<file path="src/rtl/req_queue_pkg.sv">
// Shared constants for the two-channel request queue: grant encodings and channel indices.
package req_queue_pkg;
    localparam logic [1:0] GNT_NONE = 2'b00;
    localparam logic [1:0] GNT_CH0  = 2'b01;
    localparam logic [1:0] GNT_CH1  = 2'b10;
    localparam logic [1:0] GNT_BOTH = 2'b11;

    localparam logic CH0 = 1'b0;
    localparam logic CH1 = 1'b1;
endpackage

</file>
<file path="src/rtl/req_queue_2ch_sync_fifo.sv">
// Single-clock FIFO with wrap-around pointers and an explicit occupancy counter.
module sync_fifo #(
    parameter int DATA_W = 8,
    parameter int DEPTH  = 4,
    localparam int CNT_W = $clog2(DEPTH + 1),
    localparam int PTR_W = $clog2(DEPTH)
) (
    input  logic              clk,
    input  logic              rst,
    input  logic              push,
    input  logic [DATA_W-1:0] wr_data,
    input  logic              pop,
    output logic [DATA_W-1:0] rd_data,
    output logic              full,
    output logic              empty,
    output logic [CNT_W-1:0]  count
);
    logic [DATA_W-1:0] mem_q [DEPTH];
    logic [DATA_W-1:0] mem_d [DEPTH];
    logic [PTR_W-1:0]  wr_ptr_q, wr_ptr_d;
    logic [PTR_W-1:0]  rd_ptr_q, rd_ptr_d;
    logic [CNT_W-1:0]  count_q, count_d;

    assign rd_data = mem_q[rd_ptr_q];
    assign full    = (count_q == CNT_W'(DEPTH));
    assign empty   = (count_q == '0);
    assign count   = count_q;

    // DEPTH is a power of two, so pointer overflow is the wrap.
    always_comb begin
        mem_d    = mem_q;
        wr_ptr_d = wr_ptr_q;
        rd_ptr_d = rd_ptr_q;
        count_d  = count_q;
        if (push) begin
            mem_d[wr_ptr_q] = wr_data;
            wr_ptr_d        = wr_ptr_q + 1'b1;
        end
        if (pop) begin
            rd_ptr_d = rd_ptr_q + 1'b1;
        end
        case ({push, pop})
            2'b10:   count_d = count_q + 1'b1;
            2'b01:   count_d = count_q - 1'b1;
            default: count_d = count_q;
        endcase
    end

    always_ff @(posedge clk) begin
        mem_q <= mem_d;
        if (rst) begin
            wr_ptr_q <= '0;
            rd_ptr_q <= '0;
            count_q  <= '0;
        end else begin
            wr_ptr_q <= wr_ptr_d;
            rd_ptr_q <= rd_ptr_d;
            count_q  <= count_d;
        end
    end
endmodule

</file>
<file path="src/rtl/req_queue_2ch.sv">
// Two-channel request queue: per-channel FIFOs feed an arbiter via req, and the
// granted head is popped into one registered output slot tagged with its source.
module req_queue_2ch
    import req_queue_pkg::*;
#(
    parameter int DATA_W = 8,
    parameter int DEPTH  = 4,
    localparam int CNT_W = $clog2(DEPTH + 1)
) (
    input  logic              clk,
    input  logic              rst,
    input  logic              in0_valid,
    output logic              in0_ready,
    input  logic [DATA_W-1:0] in0_data,
    input  logic              in1_valid,
    output logic              in1_ready,
    input  logic [DATA_W-1:0] in1_data,
    output logic [1:0]        req,
    input  logic [1:0]        grant,
    output logic              out_valid,
    input  logic              out_ready,
    output logic [DATA_W-1:0] out_data,
    output logic              out_src,
    output logic [CNT_W-1:0]  count0,
    output logic [CNT_W-1:0]  count1
);
    logic              full0, full1, empty0, empty1;
    logic [DATA_W-1:0] head0, head1;
    logic              push0, push1, pop0, pop1, slot_free;

    logic              out_valid_q, out_valid_d;
    logic [DATA_W-1:0] out_data_q, out_data_d;
    logic              out_src_q, out_src_d;

    // Ready depends only on stored occupancy (and rst), never on grant/out_ready.
    assign in0_ready = !rst && !full0;
    assign in1_ready = !rst && !full1;
    assign push0     = in0_valid && in0_ready;
    assign push1     = in1_valid && in1_ready;

    assign slot_free = !out_valid_q || out_ready;
    assign req[0]    = !rst && !empty0 && slot_free;
    assign req[1]    = !rst && !empty1 && slot_free;

    // Stale or double grants simply fail to match and are ignored.
    assign pop0 = (grant == GNT_CH0) && req[0];
    assign pop1 = (grant == GNT_CH1) && req[1];

    sync_fifo #(.DATA_W(DATA_W), .DEPTH(DEPTH)) u_fifo0 (
        .clk(clk), .rst(rst), .push(push0), .wr_data(in0_data), .pop(pop0),
        .rd_data(head0), .full(full0), .empty(empty0), .count(count0)
    );

    sync_fifo #(.DATA_W(DATA_W), .DEPTH(DEPTH)) u_fifo1 (
        .clk(clk), .rst(rst), .push(push1), .wr_data(in1_data), .pop(pop1),
        .rd_data(head1), .full(full1), .empty(empty1), .count(count1)
    );

    always_comb begin
        out_valid_d = out_valid_q;
        out_data_d  = out_data_q;
        out_src_d   = out_src_q;
        if (pop0) begin
            out_valid_d = 1'b1;
            out_data_d  = head0;
            out_src_d   = CH0;
        end else if (pop1) begin
            out_valid_d = 1'b1;
            out_data_d  = head1;
            out_src_d   = CH1;
        end else if (out_ready) begin
            out_valid_d = 1'b0;
        end
    end

    always_ff @(posedge clk) begin
        if (rst) begin
            out_valid_q <= 1'b0;
            out_data_q  <= '0;
            out_src_q   <= 1'b0;
        end else begin
            out_valid_q <= out_valid_d;
            out_data_q  <= out_data_d;
            out_src_q   <= out_src_d;
        end
    end

    assign out_valid = out_valid_q;
    assign out_data  = out_data_q;
    assign out_src   = out_src_q;
endmodule

</file>
<file path="config.mk">
export PLATFORM = sky130hd
export DESIGN_NAME = req_queue_2ch
export DESIGN_NICKNAME = d
export VERILOG_FILES = /design/src/rtl/req_queue_pkg.sv /design/src/rtl/req_queue_2ch_sync_fifo.sv /design/src/rtl/req_queue_2ch.sv
export SDC_FILE = /design/constraint.sdc
export NUM_CORES = 1
export LEC_CHECK = 0
export CAP_MARGIN = 25
export CORE_ASPECT_RATIO = 0.7
export CORE_MARGIN = 2
export CORE_UTILIZATION = 50
export DETAILED_ROUTE_END_ITERATION = 10
export PLACE_DENSITY = 0.77
export SLEW_MARGIN = 20
export SYNTH_ARGS = -nofsm -noshare
export SYNTH_HDL_FRONTEND = slang
export SYNTH_SLANG_ARGS = --single-unit
</file>
<file path="constraint.sdc">
create_clock -name clk -period 6.55 [get_ports clk]
set_clock_uncertainty 0.2 [all_clocks]
set_input_delay 1.6375 -clock clk [delete_from_list [all_inputs] [get_ports clk]]
set_output_delay 1.6375 -clock clk [all_outputs]
set_load 0.03 [all_outputs]
</file>
==> run_1/ff_map.png <==
Drawn at 4 px/µm. Other sequential cells in the stronger gray, the rest of the logic in the fainter gray.
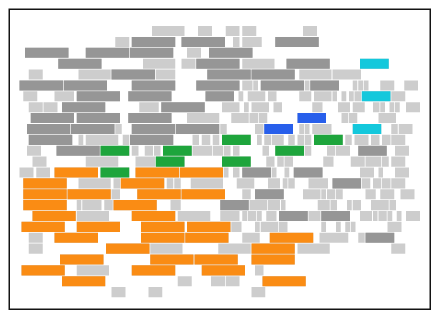
Key: cyan = `u_fifo0.count` [sequential cells 3]; orange = `u_fifo1.mem_q` [sequential cells 32]; green = `out_data` [sequential cells 8]; blue = `u_fifo0.rd_ptr_q` [sequential cells 2]
Another 43 sequential cells are not colored.

==> run_1/util_map.png <==
Drawn at 4 px/µm. 10 x 7 tiles, from white (low) to dark blue (high), 0 to 100% covered.
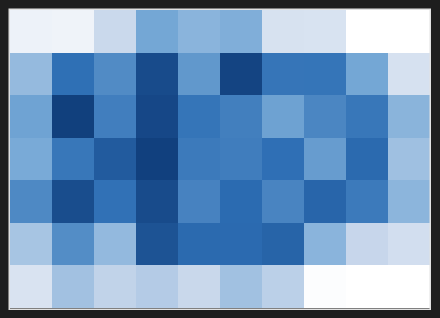
7.1% of the tiles are nearly empty. The emptiest ninth of the die: bottom right. The mean over all tiles is 53%. 21% of the tiles are over 75% full. The fullest tile reaches 94%.

==> run_1/floorplan.png <==
Drawn at 4 px/µm. Pins as bars on the die edge. Tap cells in gray.
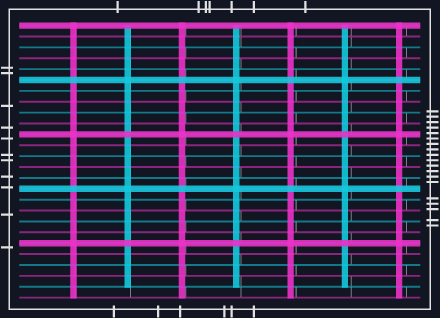
Key: magenta = VSS; cyan = VDD
94 tap cells. 43 signal pins sit on the boundary.

==> notes.md, run 1 <==
Implementation results. Number of antenna diodes landed at 0. STA classifies the critical path startpoint as an input pin. The timing report lists the critical path depth as 4 cells.

The chip area line in the Yosys stat output reads 0.003562 mm². The via count of the first global-routing pass is 2016. The worst setup path is captured at an output port.

Synthesized instance count landed at 233. OpenSTA lists the critical path startpoint as rst. Power per cell area landed at 252.5 mW/mm².

Number of nets at floorplan landed at 268. After Yosys synthesis, AND-OR and OR-AND compound gates account for 4.742% of the synthesized area. Xor/xnor share of the synthesized area landed at 1.967%. DRC violations left landed at 0. After floorplanning, the core was sized to cover 0.006819 mm². Looking at the critical path, the highest net fanout was 17.

Area fraction in and, or, nand and nor cells landed at 7.657%. Cell area after placement landed at 0.004056 mm². Detailed placement finished with a half-perimeter wire length of 4.435 mm. Combinational logic burns 9.9% of the power.

In the final routed layout, each cell accounts on average for 16.75 µm. By area the synthesized netlist is led by edfxtp_1, dfxtp_1, mux4_2. Mean instance size in the synthesized netlist landed at 15.29 µm². Switching power total landed at 0.2529 mW.

The timing report attributes the biggest portion of critical-path delay to buffers and inverters. Summing every instance area after synthesis gives 0.003562 mm². Final RePlAce weighted congestion landed at 0.7404.

Once layout is done, the placed cells without fillers occupy 0.004230 mm². The worst register-to-register path begins at u_fifo1.count[2]. The post-route netlist has 12.46% of its cells at a drive strength greater than 1. In the final report, the number of pins over their slew limit comes to 0. TritonCTS built the clock tree. Data on the critical path is required at its endpoint by 4710 ps. Across all stage logs, warnings added up to 32.

The clock passes through at most 2 buffers. The chip occupies 0.007827 mm². The number of cells reported by Yosys stat comes to 233. Summing all flip-flop and latch instances after layout gives 0.002402 mm².

Area of combinational cells with multiple inputs landed at 0.001037 mm². STA shows the worst reg2reg path with a cell count of 9. Endpoints with negative setup slack in the final report add up to 0. Combined global-route utilization of all metal layers landed at 17.77%. The critical path is of the input pin to output port type.

Entering global routing, the biggest net connects 18 pins. Clock latency of the later-clocked register in the worst-skew pair landed at 350 ps. Number of stages on the worst hold path landed at 2. The tree is rooted in a clkbuf_8. Including well taps, the total number of placed cells is 359. The CTS log lists the clock sinks for this run as 88. In this run the post-CTS setup repair buffer count came out at 0. For the final routed database, the setup TNS stands at 0 ps. The portion of synthesized area spent on multiplexers is 10.12%. Number of flops mapped to enable cells by yosys landed at 64. The flow ran to the end, and the final reports show no timing, DRC or antenna violations. Before antenna repair, the detailed router went through 4 iterations. After clock tree synthesis, the repair step resized 0 gates.

Count of yosys warnings during synthesis landed at 0. OpenSTA lists the critical path endpoint as req[1]. The most used flip-flop cell after synthesis is edfxtp_1. The detailed router placed 2009 vias in this run. The final timing summary puts the cycle share of the worst path at 79.16%.

Once synthesis finished, the tally of register bits stood at 88. Switching share of total power landed at 23.68%. Clock tree synthesis inserted a total of 9 buffers. Leakage power landed at 1.377 nW.

Fmax landed at 0.1929 GHz. Distinct cell type count after synthesis landed at 32. Per STA, the worst path is made up of clkdlybuf4s50_1 -> inv_1 -> and3_1 -> clkdlybuf4s50_1. Sequential element share of the synthesized area landed at 67.44%.
run 1: power groups by stage:
| stage | clock network (mW) | logic, mW | registers [mW] |
|---|---|---|---|
| global placement | 0 | 0.104 | 0.641 |
| detailed placement | 0 | 0.107 | 0.642 |
| floorplan | 0 | 0.0542 | 0.648 |
| finish | 0.334 | 0.106 | 0.628 |
| global route | 0.362 | 0.116 | 0.631 |
| CTS | 0.341 | 0.107 | 0.629 |
run 1: cell type report:
cell class              instances  share of cell area [%]
flip-flops and latches         88                   56.79
multi-input cells             115                   24.52
repair buffers                 43                   10.12
clock buffers                  12                   3.431
well taps                      94                   2.780
inverters                      19                   1.686
clock inverters                 4                  0.6803
run 1: layout by cell type (no fill, tap or decap), types with 2 or more instances in the layout:
master / instances
a211oi_2: 2
clkinvlp_4: 2
and2_1: 8
o21ai_0: 4
a21oi_1: 10
fa_1: 2
nand2_1: 2
clkbuf_1: 2
nor2b_1: 2
mux4_2: 16
nor2_1: 13
o22ai_1: 6
dfxtp_1: 24
nand3_1: 2
clkbuf_8: 10
xor2_1: 4
edfxtp_1: 64
inv_1: 18
a22oi_1: 2
or3_1: 5
ha_1: 10
clkdlybuf4s50_1: 42
nor3_1: 15
xnor2_1: 4
o31ai_1: 2
run 1: sequential cells by signal (all words and copies together), names as in the netlist:
name              cells
out_data              8
out_src               1
out_valid             1
u_fifo0.count         3
u_fifo0.mem_q        32
u_fifo0.rd_ptr_q      2
u_fifo0.wr_ptr_q      2
u_fifo1.count         3
u_fifo1.mem_q        32
u_fifo1.rd_ptr_q      2
u_fifo1.wr_ptr_q      2
run 1: metal layers:
layer,share of wire [%],vias to the layer above,global-route usage [%]
met5,0,-,0
met4,1.3,0,7.111
met3,4.6,9,4.762
met2,46,52,28.50
met1,48,996,23.84
li1,-,952,-
==> run_1/clock_nets.png <==
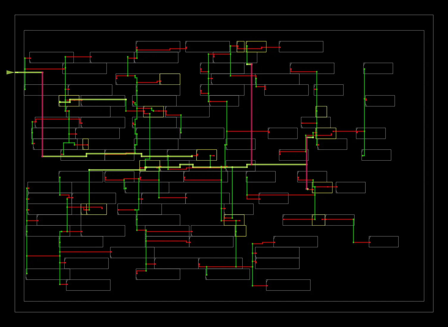

--- run 2 (diff from run 1) ---
- PLACE_DENSITY: 0.77 -> 0.8
- clock period: 6.55 -> 4.6 ns (I/O delays scaled with it)
==> run_2/clock_nets.png <==
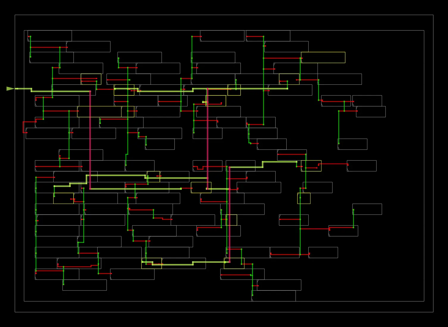
clock tree sinks: 88
number of clock buffers in the layout: 9

==> run 2 against run 1 <==
Compared with the run above:
- sequential power is 43% higher
- combinational power increased by 44%
- clock-buffer cell count down 3
- setup slack got worse by 870 ps
- clock power increased by 76%
- non-clock buffer count grew 2
- sequential cell count unchanged
- first-iteration DRC count grew 4.9%
- routed wire length is 0.46% lower
==> notes.md, run 2 <==
Implementation results. Combined global-route utilization of all metal layers landed at 17.58%. Post-route setup TNS landed at 0 ps. Number of inverters outside the clock class in the layout landed at 19. Number of cell instances after yosys synthesis landed at 233. The layout report lists the combined flip-flop and latch area as 0.002402 mm². Per STA, the startpoint of the critical path is rst. Total die area landed at 0.007827 mm².

In this design, the largest share of critical-path delay is due to buffers and inverters. Fraction of area in clock buffers and inverters landed at 5.269%. Data required time of the worst path landed at 3250 ps.

Count of vias placed by the detailed router landed at 2001. Per the detail_route report, routed wire per instance is 16.59 µm. The routed layout reports a DRC error count of 0. Via count of the first global-routing pass landed at 1917. Counting every net in the synthesized netlist gives 268. Length of the first detailed-routing pass in iterations landed at 4.

In the final layout, non-clock buffers account for 10.31% of the cell area. The number of clock buffers added by TritonCTS is 9. Measured in cells, the most critical reg-to-reg path has a length of 9. For this run, combinational gates with multiple inputs come to 115. Tap cell instance count landed at 94. In the final layout, excluding clock buffers the buffer count is 45. Looking at the area split, the leading class of cells is registers. TritonCTS built the clock tree. Counting along the longest clock path gives a buffer depth of 2. Sequential element share of the synthesized area landed at 67.44%. Post-synthesis register bit count landed at 88.

Looking at the post-CTS report, the setup buffer insertion count equals 0. Power per cell area landed at 380.4 mW/mm². For the worst reg-to-reg path, the startpoint reported by OpenROAD is u_fifo0.count[0]. Cell area after placement landed at 0.004071 mm². HPWL after detailed placement landed at 4.513 mm.

Chip area from the yosys synthesis statistics landed at 0.003562 mm². Dividing the synthesized area by the synthesized cell count gives 15.29 µm². By area the synthesized netlist is led by edfxtp_1, dfxtp_1, mux4_2. The run finished with clean final reports. Yosys mapped a number of flops with a built-in enable equal to 64.

For the worst-skew pair, the clock arrives at the later sink with an insertion delay of 360 ps. Gates resized during post-CTS repair numbered 0. STA classifies the critical path startpoint as an input pin. Sequential cell area share landed at 55.90%. The most used flip-flop cell after synthesis is edfxtp_1. Entering global routing, the biggest net connects 17 pins. The worst setup path is captured at an output port. The repair_antennas step left the layout with diodes totalling 0.
==> run_2/layers.png <==
Drawn at 4 px/µm.
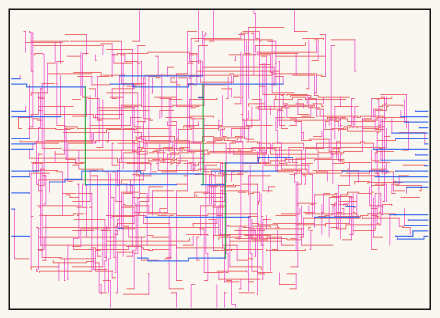
Key: magenta = M2 [wire length 2850 µm]; blue = M3 [wire length 456 µm]; red = M1 [wire length 2870 µm]; green = M4 [wire length 73.4 µm]

-- run 2: cell counts after synthesis --
No cell type changed its count.
-- run 2: routing by layer --
metal  track usage [%]  vias to the layer above  wire [µm]
li1                  -                      958          -
met1             23.16                      977       2872
met2             27.20                       57       2852
met3             7.446                        9        456
met4             5.333                        0         73
met5                 0                        -          0
-- run 2: metrics by stage --
stage                     std cells  hold slack, ps  util [%]  power (mW)  setup slack [ps]
after floorplan                 233           308.0         -      0.9999             980.7
after global placement          361           258.1     59.71       1.062             479.8
after detailed placement        361           272.2     59.71       1.068             406.9
after CTS                       377           284.8     63.03       1.651             503.5
after global routing            377           319.8     63.03       1.697             454.2
final                           377           281.8     63.03       1.635             499.2
-- run 2: where the power goes --
part	total (mW)	leakage, nW	internal (mW)	switching, mW
combinational	0.153	0.527	0.0716	0.0811
clock	0.587	0.110	0.311	0.275
sequential	0.896	0.776	0.878	0.0182
total	1.63	1.41	1.26	0.375
-- run 2: kinds of logic after synthesis --
logic type	share of synthesized area [%]
adder cells (fa/ha/maj)	4.637
AND-OR/OR-AND	4.742
AND/OR/NAND/NOR	7.658
XOR/XNOR	1.967
flip-flops	67.44
multiplexers	10.12
buffers and inverters	3.442
-- run 2: worst min-delay path by stage --
stage,from,end,cells after the start
after global placement,out_data[4],out_data[4],2
final,out_data[4],out_data[4],2
after CTS,out_data[4],out_data[4],2
after global routing,out_data[4],out_data[4],2
after floorplan,u_fifo0.wr_ptr_q[1],u_fifo0.wr_ptr_q[1],2
after detailed placement,out_data[4],out_data[4],2
-- run 2: worst min-delay path: cells and delay by family (launching register included) --
kind	cells	cell delay [ps]
AOI/OAI and AO/OA	1	60
DFF	1	320
and+or+nand+nor	1	60
No activity file was given, so power comes from the tool's default toggle rates.
